==> config.mk <==
export PLATFORM = sky130hd
export DESIGN_NAME = perceptron_classifier
export DESIGN_NICKNAME = d
export VERILOG_FILES = /design/src/rtl/neuron_pkg.sv /design/src/rtl/perceptron_mac2.sv /design/src/rtl/perceptron_classifier.sv
export SDC_FILE = /design/constraint.sdc
export NUM_CORES = 1
export LEC_CHECK = 0
export CAP_MARGIN = 20
export CORE_MARGIN = 2
export CORE_UTILIZATION = 44
export DETAILED_ROUTE_END_ITERATION = 7
export PLACE_DENSITY = 0.65
export SLEW_MARGIN = 25
export SYNTH_ARGS = -nofsm -noshare
export SYNTH_HDL_FRONTEND = slang
export SYNTH_HIERARCHICAL = 1
export SYNTH_SLANG_ARGS = --single-unit
==> constraint.sdc <==
create_clock -name clk -period 5.98 [get_ports clk]
set_input_delay 0.598 -clock clk [delete_from_list [all_inputs] [get_ports clk]]
set_output_delay 0.598 -clock clk [all_outputs]
set_load 0.02 [all_outputs]
Fig. 1: run 1, placed cells, one color a class
Fill, decap, tap and diode cells in gray.
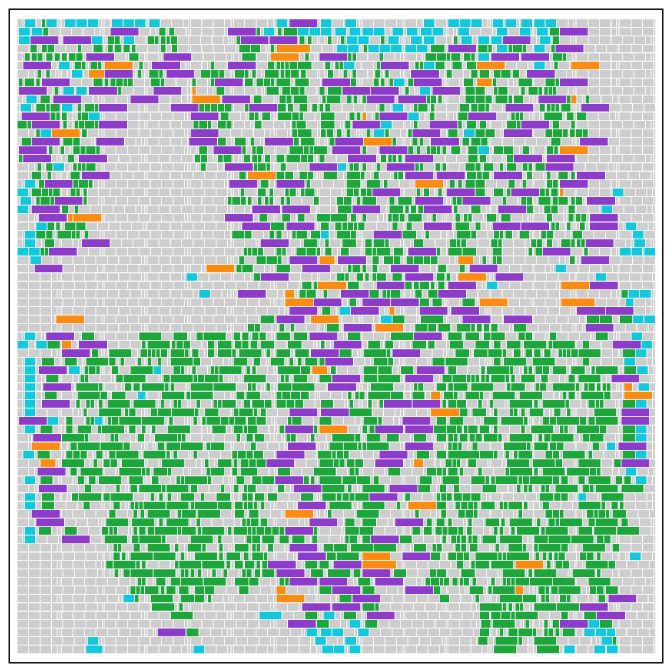
[sequential cells] purple | cells: 221 | share of their area: 26%
[combinational and other logic] green | cells: 1641 | share of their area: 61%
[remaining buffers and delay cells] cyan | cells: 175 | share of their area: 8.3%
[clock drivers and dummy loads] orange | cells: 51 | share of their area: 4.7%
Post-Layout Inst Area: 0.02179 sq mm
Final Util: 52.07%
CORE AREA: 0.04185 sq mm
Seq/total area: 25.38%

Fig. 2: run 1, metal 3
Scale bar: 50 microns.
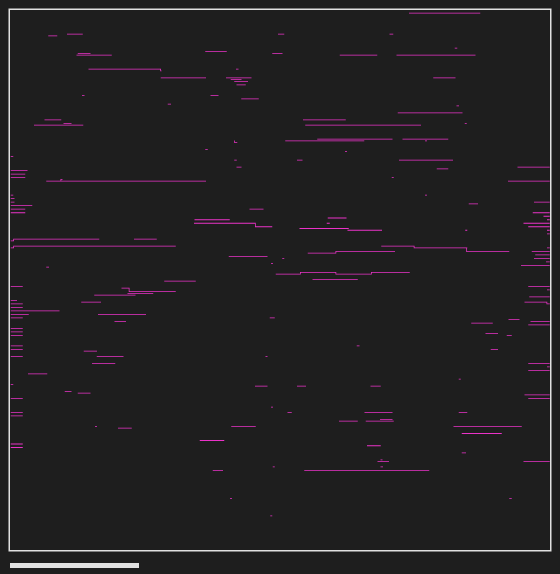
longest straight run: 62.8 microns
share of all routed wire: 3.4%
met3 GRT Util: 2.544%
Routed WL: 43800 microns

Fig. 3: run 1, clock nets
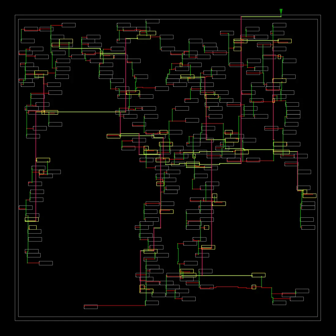
TritonCTS buffer count: 29
Late-Pin Clk Latency: 0.56 ns
Layout Skew: 0.01108 ns

==> flow_summary.yaml, run 1 <==
# physical design summary
run_status:
  outcome: "finished clean"
final_timing:
  fmax_mhz: 195.5
  setup_tns_ns: 0
  fin_ws_ns: 0.8648
  relSlewSlack_pct: 34.80
  rsz0062_at_grt: "false"
logic_synthesis:
  xor_share_pct: 5.887
  adder_share_pct: 27.57
  yosys-top-cells-area: "dfrtp_1, fa_1, ha_1, inv_1, and2_1"
  netlist_top_cells_count: "inv_1, dfrtp_1, fa_1"
  top_cell: "inv_1"
  synthMuxAreaShare_pct: 4.844
  synth_flops: 221
  yosys_area_sq_mm: 0.01860
  simple_gate_area_share_pct: 17.19
  ys_cells: 1920
  compound_area_share_pct: 8.430
  top_area_share_pct: 29.74
  syn_area_sq_mm: 0.01860
  avgSynthCellArea_sq_um: 9.686
  async_flop_share_pct: 100.0
grt:
  grt_overflow: 0
  top_usage_layer: "met2"
  grt_pass1_wl_microns: 74020
  grt_max_degree: 160
  track_usage_pct: 20.53
  met1_usage_pct: 29.87
clock_network:
  clk_pin_slew_worst_paths_ns: 0.06
  cts-resized-gates: 0
  cts_tree: "yes"
  ctsLongestPathBuffers: 3
  hold_buffers: 1
  post_cts_buffers: 0
drt:
  drc: 0
  vias: 13729
  viasPerCell: 5.224
worst_setup_path:
  slowest_delay_ns: 0.55
  crit_top_cell: "fa_1"
  cp_top_family: "adder cells"
  cp-start-kind: "input port"
  critPathArrivalTime_ns: 5.55
  cp.depth: 17
  cp_max_fo: 13
  crit_path_cell_trace: "clkdlybuf4s50_1, inv_1, nor2_1, fa_1, fa_1, fa_1, inv_1, fa_1, inv_1, ha_1, a21o_1, nor4_2, o21a_2, nor3_1, a2111oi_2, xnor2_1, mux2_2"
  worst_ep_required_time_ns: 6.42
  end_kind: "register"
  rrSetupSlack_ns: 1.19
floorplan:
  fp-utilization_pct: 44.44
  die_x_microns: 209.6
  chipArea_sq_mm: 0.04393
finish:
  finalNonFillerCells: 2628
  flop-count: 221
  nFillCells: 3816
  nonClkBufAreaFrac_pct: 8.003
  dominant_cells: "logic gates"
  finalNetCount: 2473
  lay_top_count: "inv_1"
  nClkBuffers: 38
  comb.multi_input.count: 1386
  clk_share_pct: 4.513
  comb_share_pct: 54.61
place:
  pre_cts_slack_ns: 0.3010
  finalWeightedCongestion: 0.8699
  portBuffers: 164
flow_run:
  warnings: 30
hold_path:
  min_path_cells: 1
  hold_path_class: "reg -> reg"
## Run 2: what changed since run 1
==> constraint.sdc (replaced) <==
create_clock -name clk -period 5 [get_ports clk]
set_input_delay 0.5 -clock clk [delete_from_list [all_inputs] [get_ports clk]]
set_output_delay 0.5 -clock clk [all_outputs]
set_load 0.02 [all_outputs]
Fig. 4: run 2, placed cells, one color a class
Fill, decap, tap and diode cells in gray.
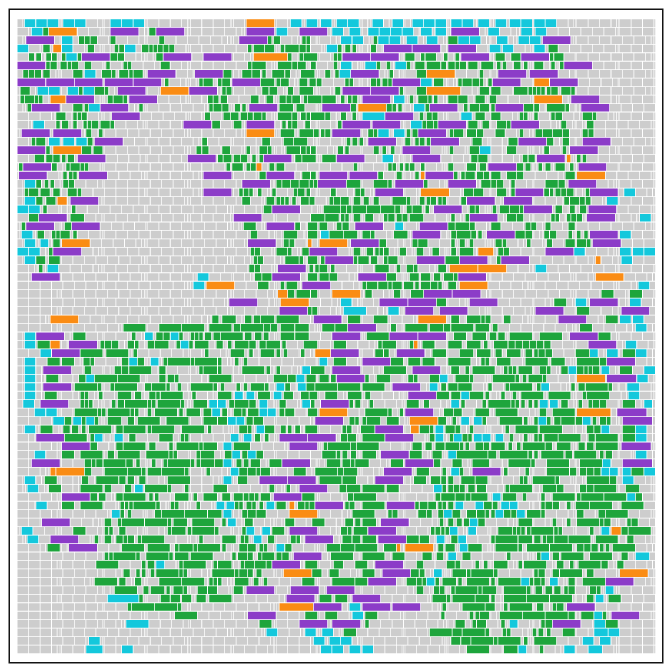
[combinational and other logic] green | cells: 1641 | share of their area: 59%
[clock drivers and dummy loads] orange | cells: 52 | share of their area: 4.5%
[sequential cells] purple | cells: 221 | share of their area: 25%
[remaining buffers and delay cells] cyan | cells: 277 | share of their area: 12%
Core Rows: 75
Final Util: 54.15%

==> run 2 against run 1 <==
Synthesized area is the same. Worst setup slack worse by 0.58 ns. Routed wire length grew 1.8%.
==> flow_summary.yaml, run 2 <==
# physical design summary
finish:
  flop-count: 221
  nonClkBufAreaFrac_pct: 11.32
  nClkBuffers: 38
  seq_share_pct: 24.43
  lay_top_count: "inv_1"
  clk_share_pct: 4.367
place:
  finalWeightedCongestion: 0.8672
  pre_cts_slack_ns: -0.4081
  portBuffers: 164
logic_synthesis:
  xor_share_pct: 5.887
  synthMuxAreaShare_pct: 4.844
  async_flop_share_pct: 100.0
  avgSynthCellArea_sq_um: 9.686
  yosys-top-cells-area: "dfrtp_1, fa_1, ha_1, inv_1, and2_1"
  netlist_top_cells_count: "inv_1, dfrtp_1, fa_1"
  simple_gate_area_share_pct: 17.19
  top_area_share_pct: 29.74
clock_network:
  insertion_delay_ns: 0.56
  hold_buffers: 0
  cts_tree: "yes"
  post_cts_buffers: 0
final_timing:
  rsz0062_at_grt: "false"
  setup_tns_ns: 0
  fin_ws_ns: 0.2821
  fin_worst_skew_ns: 0.01504
worst_setup_path:
  cp_max_fo: 10
  slowest_delay_ns: 0.56
  crit_top_cell: "fa_1"
  end_kind: "register"
  crit_path_cell_trace: "clkdlybuf4s50_1, buf_6, and2_1, fa_1, fa_1, fa_1, inv_1, fa_1, inv_1, ha_4, a21o_1, o41ai_4, nor3_1, a2111oi_2, xnor2_1, mux2_2"
  cp-start-kind: "input port"
  rrSetupSlack_ns: 0.29
floorplan:
  fp-utilization_pct: 44.44
  chipArea_sq_mm: 0.04393
run_status:
  outcome: "finished clean"
flow_run:
  warnings: 30
grt:
  track_usage_pct: 20.83
  grt_pass1_wl_microns: 75320
drt:
  drc: 0
  vias: 14075
